==> config.mk <==
export PLATFORM = sky130hd
export DESIGN_NAME = mxv_sequencer
export DESIGN_NICKNAME = d
export VERILOG_FILES = /design/src/rtl/mxv_pkg.sv /design/src/rtl/mxv_tx_byte_mux.sv /design/src/rtl/mxv_sequencer.sv
export SDC_FILE = /design/constraint.sdc
export NUM_CORES = 1
export LEC_CHECK = 0
export CAP_MARGIN = 20
export CORE_UTILIZATION = 40
export DETAILED_ROUTE_END_ITERATION = 10
export PLACE_DENSITY = 0.65
export SLEW_MARGIN = 10
export SYNTH_ARGS = -nofsm -noshare
export SYNTH_HDL_FRONTEND = slang
export SYNTH_SLANG_ARGS = --single-unit
==> constraint.sdc <==
create_clock -name clk -period 13.8 [get_ports clk]
set_input_delay 2.76 -clock clk [delete_from_list [all_inputs] [get_ports clk]]
set_output_delay 2.76 -clock clk [all_outputs]
set_load 0.1 [all_outputs]
==> src/rtl/mxv_pkg.sv <==
// Shared types and constants for the matrix-vector sequencer.
// Defining MXV_SEQ_FRAME_EN adds the framed-output states StTxHdr / StTxTail.
package mxv_pkg;

  localparam int unsigned DATA_W = 8;
  localparam int unsigned N_MAX  = 8;
  // One spare bit above the worst-case sum of N_MAX full-scale products.
  localparam int unsigned ACC_W  = 2 * DATA_W + $clog2(N_MAX) + 1;

  localparam logic [7:0] FRAME_SOF = 8'hFE;
  localparam logic [7:0] FRAME_EOF = 8'hEF;
  localparam logic [7:0] FRAME_CMD = 8'h04;

  typedef enum logic [3:0] {
    StIdle,
    StClr,
    StAcc,
    StTxLoad,
    StTxWait,
    StNextRow,
    StFin
`ifdef MXV_SEQ_FRAME_EN
    ,
    StTxHdr,
    StTxTail
`endif
  } mxv_state_e;

  typedef enum logic [1:0] {
    TxRes,
    TxHdr,
    TxTail
  } tx_kind_e;

  // Frame length byte: three result bytes per row plus the command byte.
  function automatic logic [7:0] frame_len(input logic [3:0] n);
    return ({4'd0, n} * 8'd3) + 8'd1;
  endfunction

endpackage

==> src/rtl/mxv_tx_byte_mux.sv <==
// Picks the outgoing UART byte: a result byte (MSB first) or a frame constant.
module mxv_tx_byte_mux
  import mxv_pkg::*;
(
  input  logic [23:0] value,
  input  logic [1:0]  byte_idx,
  input  tx_kind_e    kind,
  input  logic [3:0]  n,
  output logic [7:0]  tx_byte
);

  always_comb begin
    tx_byte = 8'h00;
    unique case (kind)
      TxRes: begin
        unique case (byte_idx)
          2'd0:    tx_byte = value[23:16];
          2'd1:    tx_byte = value[15:8];
          default: tx_byte = value[7:0];
        endcase
      end
      TxHdr: begin
        unique case (byte_idx)
          2'd0:    tx_byte = FRAME_SOF;
          2'd1:    tx_byte = frame_len(n);
          default: tx_byte = FRAME_CMD;
        endcase
      end
      TxTail:  tx_byte = FRAME_EOF;
      default: tx_byte = 8'h00;
    endcase
  end

endmodule

==> src/rtl/mxv_sequencer.sv <==
// Matrix-vector multiply sequencer: pops row FIFOs, accumulates dot products, sends each
// result over UART as 3 bytes. MXV_SEQ_FRAME_EN wraps the results in a FE/len/04 ... EF frame.
module mxv_sequencer #(
  parameter int unsigned DATA_W = mxv_pkg::DATA_W,
  parameter int unsigned N_MAX  = mxv_pkg::N_MAX
) (
  input  logic              clk,
  input  logic              rst,
  input  logic              start,
  input  logic [3:0]        n_size,
  output logic [2:0]        mat_sel,
  output logic              mat_pop,
  input  logic              mat_empty,
  input  logic [DATA_W-1:0] mat_data,
  output logic [2:0]        vec_addr,
  input  logic [DATA_W-1:0] vec_data,
  output logic [7:0]        tx_data,
  output logic              tx_start,
  input  logic              tx_busy,
  output logic              busy,
  output logic              done,
  output logic              err
);

  import mxv_pkg::*;

  localparam int unsigned AccW = 2 * DATA_W + $clog2(N_MAX) + 1;

  mxv_state_e        state_q, state_d;
  tx_kind_e          kind_q, kind_d;
  logic [3:0]        n_q, n_d;
  logic [3:0]        row_q, row_d;
  logic [3:0]        col_q, col_d;
  logic [AccW-1:0]   acc_q, acc_d;
  logic [1:0]        byte_q, byte_d;
  logic              first_q, first_d;
  logic              err_q, err_d;

  logic [2*DATA_W-1:0] prod;
  logic [23:0]         acc_ext;
  logic [7:0]          mux_byte;
  logic                bad_n;
  logic                last_col;
  logic                last_row;

  assign prod     = {{DATA_W{1'b0}}, mat_data} * {{DATA_W{1'b0}}, vec_data};
  assign acc_ext  = 24'(acc_q);
  assign bad_n    = (n_size == 4'd0) || (32'(n_size) > N_MAX);
  assign last_col = (col_q == n_q - 4'd1);
  assign last_row = (row_q + 4'd1 == n_q);

  assign mat_sel  = row_q[2:0];
  assign vec_addr = col_q[2:0];
  assign err      = err_q;

  mxv_tx_byte_mux u_tx_byte_mux (
    .value    (acc_ext),
    .byte_idx (byte_q),
    .kind     (kind_q),
    .n        (n_q),
    .tx_byte  (mux_byte)
  );

  always_comb begin
    state_d  = state_q;
    kind_d   = kind_q;
    n_d      = n_q;
    row_d    = row_q;
    col_d    = col_q;
    acc_d    = acc_q;
    byte_d   = byte_q;
    first_d  = 1'b0;
    err_d    = err_q;
    mat_pop  = 1'b0;
    tx_start = 1'b0;
    tx_data  = 8'h00;
    busy     = (state_q != StIdle);
    done     = 1'b0;

    unique case (state_q)
      StIdle: begin
        if (start) begin
          n_d   = n_size;
          row_d = 4'd0;
          err_d = 1'b0;
          if (bad_n) begin
            err_d   = 1'b1;
            state_d = StFin;
          end else begin
            state_d = StClr;
          end
        end
      end

      StClr: begin
        acc_d   = '0;
        col_d   = 4'd0;
        byte_d  = 2'd0;
        kind_d  = TxRes;
        state_d = StAcc;
`ifdef MXV_SEQ_FRAME_EN
        if (row_q == 4'd0) begin
          kind_d  = TxHdr;
          state_d = StTxHdr;
        end
`endif
      end

      StAcc: begin
        // Stalls silently while the row FIFO is empty; there is no timeout.
        if (!mat_empty) begin
          mat_pop = 1'b1;
          acc_d   = acc_q + AccW'(prod);
          col_d   = col_q + 4'd1;
          if (last_col) begin
            byte_d  = 2'd0;
            kind_d  = TxRes;
            state_d = StTxLoad;
          end
        end
      end

`ifdef MXV_SEQ_FRAME_EN
      StTxHdr, StTxTail,
`endif
      StTxLoad: begin
        tx_data = mux_byte;
        if (!tx_busy) begin
          tx_start = 1'b1;
          first_d  = 1'b1;
          state_d  = StTxWait;
        end
      end

      StTxWait: begin
        tx_data = mux_byte;
        // The first cycle is skipped so the transmitter has time to raise tx_busy.
        if (!first_q && !tx_busy) begin
          byte_d  = byte_q + 2'd1;
          state_d = StTxLoad;
          if (byte_q == 2'd2) begin
            byte_d  = 2'd0;
            state_d = StNextRow;
          end
`ifdef MXV_SEQ_FRAME_EN
          if (kind_q == TxHdr) begin
            state_d = (byte_q == 2'd2) ? StAcc : StTxHdr;
          end
          if (kind_q == TxTail) begin
            state_d = StFin;
          end
`endif
        end
      end

      StNextRow: begin
        row_d   = row_q + 4'd1;
        state_d = StClr;
        if (last_row) begin
`ifdef MXV_SEQ_FRAME_EN
          kind_d  = TxTail;
          byte_d  = 2'd0;
          state_d = StTxTail;
`else
          state_d = StFin;
`endif
        end
      end

      StFin: begin
        done    = 1'b1;
        row_d   = 4'd0;
        col_d   = 4'd0;
        byte_d  = 2'd0;
        kind_d  = TxRes;
        state_d = StIdle;
      end

      default: state_d = StIdle;
    endcase
  end

  always_ff @(posedge clk) begin
    if (!rst) begin
      state_q <= StIdle;
      kind_q  <= TxRes;
      n_q     <= 4'd0;
      row_q   <= 4'd0;
      col_q   <= 4'd0;
      acc_q   <= '0;
      byte_q  <= 2'd0;
      first_q <= 1'b0;
      err_q   <= 1'b0;
    end else begin
      state_q <= state_d;
      kind_q  <= kind_d;
      n_q     <= n_d;
      row_q   <= row_d;
      col_q   <= col_d;
      acc_q   <= acc_d;
      byte_q  <= byte_d;
      first_q <= first_d;
      err_q   <= err_d;
    end
  end

endmodule

==> images/logic_types.png <==
Bar = 20 microns.
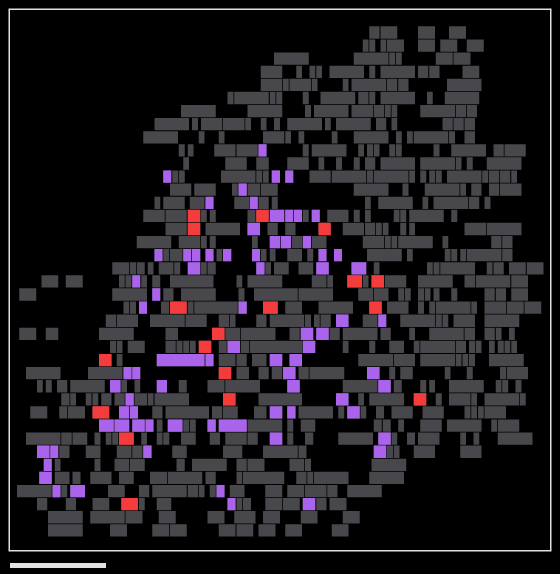
color	family	cells
red	AND-OR and OR-AND gates	18
purple	inverting AOI/OAI gates	76
fin cells: 760
fraction of area in multi-input gates: 0.644
most frequent logic cell in the layout: inv_1

==> images/wires.png <==
Only two layers are drawn.
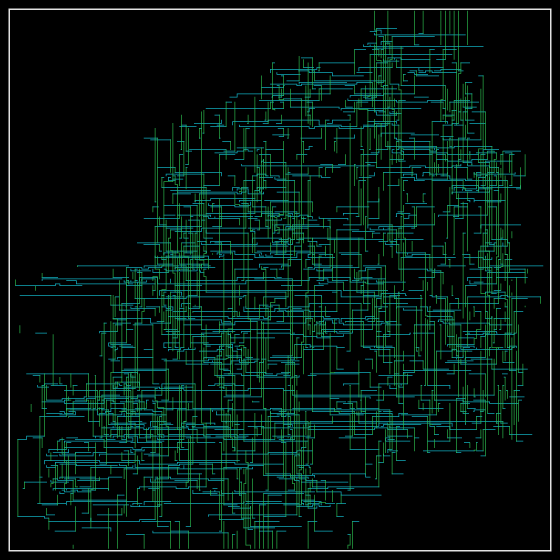
color	layer	wire length
green	metal 2	5,270 microns
cyan	metal 1	5,300 microns

==> out/qor.yml <==
status: "finished, violations left"
violations: "design-rule violations"
yosys_warnings: 0
skew_ns: 0.00908
final_cell_mix: "inv_1 (105), nand2_1 (70), fa_1 (50), ha_1 (44), clkdlybuf4s50_1 (43)"
grt_setup_unrepaired: "false"
grt_start_max_net_pins: 33
warning_count: 26
clkTransAtPathRegs_ns: 0.06
pwr-share-comb: 0.655
seq_power_mw: 0.160
place_ws_ns: 6.14
viasPerCell: 5.22
internal-power_mw: 0.425
cts_tree: "done"
wl_met3_microns: 258
wl_met1_microns: 5300
worst_slew_pin_slew_ns: 0.988
die_h_microns: 112
powerDensity_nw_per_um2: 154
antenna_left: 0
cp.arrival_ns: 4.89
relSlewSlack: 0.339
chip_area_sq_um: 12600
power.group.top: "combinational cells"
dp.cells: 753
globalRouteOverflowTotal: 0
start_kind: "input pin"
ff_count: 39
antenna_found_initial: 0
edf_count: 0
yosys_area_sq_um: 4850
final.setup.tns_ns: 0
port-buffer-count: 43
ff_type: "dfxtp_1"
cp.required_ns: 11.04
logic_area_sq_um: 3540
nonClkBufAreaFrac: 0.0798
hold_class: "flip-flop to flip-flop"
root_buffer: "clkbuf_16"
grt_pass1_wl_microns: 19300
ios: 44
holdBufCountCts: 0
pg_comb_mw: 0.553
netSwitchingFraction: 0.497
fin_crit_sh: 0.555
seqCellArea_sq_um: 781
wirelength_microns: 11000
drc: 1
dr.pass1.iters: 7
first_global_vias: 4028
clock-sinks: 39
area_delta_synth_final_pct: 13.2
fp_util: 0.418
period_minus_slack_ns: 7.65
wl_per_cell_microns: 14.5
critical_path_class: "input pin to output port"
core_area_sq_um: 11600
vdd_drop_max_v: 0.0000728
antenna_cells: 0
die_w_microns: 112
highest_layer: "met4"
n_tap_cell: 143
synth_cell_types: 61
postPlaceCellArea_sq_um: 5330
synthArstFlopShare: 0
p_clk_frac: 0.155
nets: 736
inverters: 105
seqPwrFrac: 0.190
wl_met2_microns: 5270
grtUsageTotal: 0.187
row_count: 39
post_route_cells_drive_above_1_share: 0.0259
power.leakage_nw: 2.50
synth_area_sq_um: 4850
synth_stat cells, drive strengths merged (9+ instances only):
library cell	number	area share
xnor2	13	0.023
nor2b	15	0.019
fa	50	0.21
nor3	11	0.012
a21boi	9	0.014
buf	10	0.015
nand2	70	0.054
and2	35	0.045
xor2	10	0.018
nor2	29	0.022
inv	105	0.081
dfxtp	39	0.16
nand3	10	0.010
clkbuf	18	0.014
ha	44	0.11
o21ai	13	0.013
a21oi	27	0.030
sequential cells by signal, indices dropped and copies added, names as in the netlist:
signal,count
col_q,4
first_q,1
acc_q,20
err,1
row_q,4
n_q,4
byte_q,2
state_q,3
critical path, cell delays in order:
cell,delay (ns)
clkdlybuf4s50_1,0.45
and2b_1,0.47
clkdlybuf4s50_1,1.21
kinds of logic (layout without fill, tap and decap cells):
logic type	count (synthesis)	after routing	synth area share
fa+ha+maj	94	94	0.320
simple gates	204	204	0.216
mux	6	6	0.0124
buf+inv	133	156	0.110
compound gates	94	94	0.134
xor+xnor	24	24	0.0464
flops	39	39	0.161
routing by layer:
layer  up-vias  GRT usage
met2        59      0.311
met3        11     0.0205
li1       1959          -
met4         0     0.0444
met1      1935      0.262
met5         -          0
final timing paths:
check	from	to	slack, ns	cells past startpoint
setup reg to reg	acc_q[7]	acc_q[13]	9.37	15
setup / recovery	mat_empty	mat_pop	6.15	3
hold reg to reg	acc_q[1]	acc_q[1]	0.47	2
hold / removal	acc_q[1]	acc_q[1]	0.47	2
stage by stage:
stage	hold WS [ns]	power, mW	util
floorplan	0.425	0.596	-
global placement	0.442	0.706	0.459
detailed placement	0.456	0.713	0.459
CTS	0.469	0.849	0.473
global route	0.490	0.934	0.473
finish	0.468	0.844	0.473
No activity file was given, so power comes from the tool's default toggle rates.
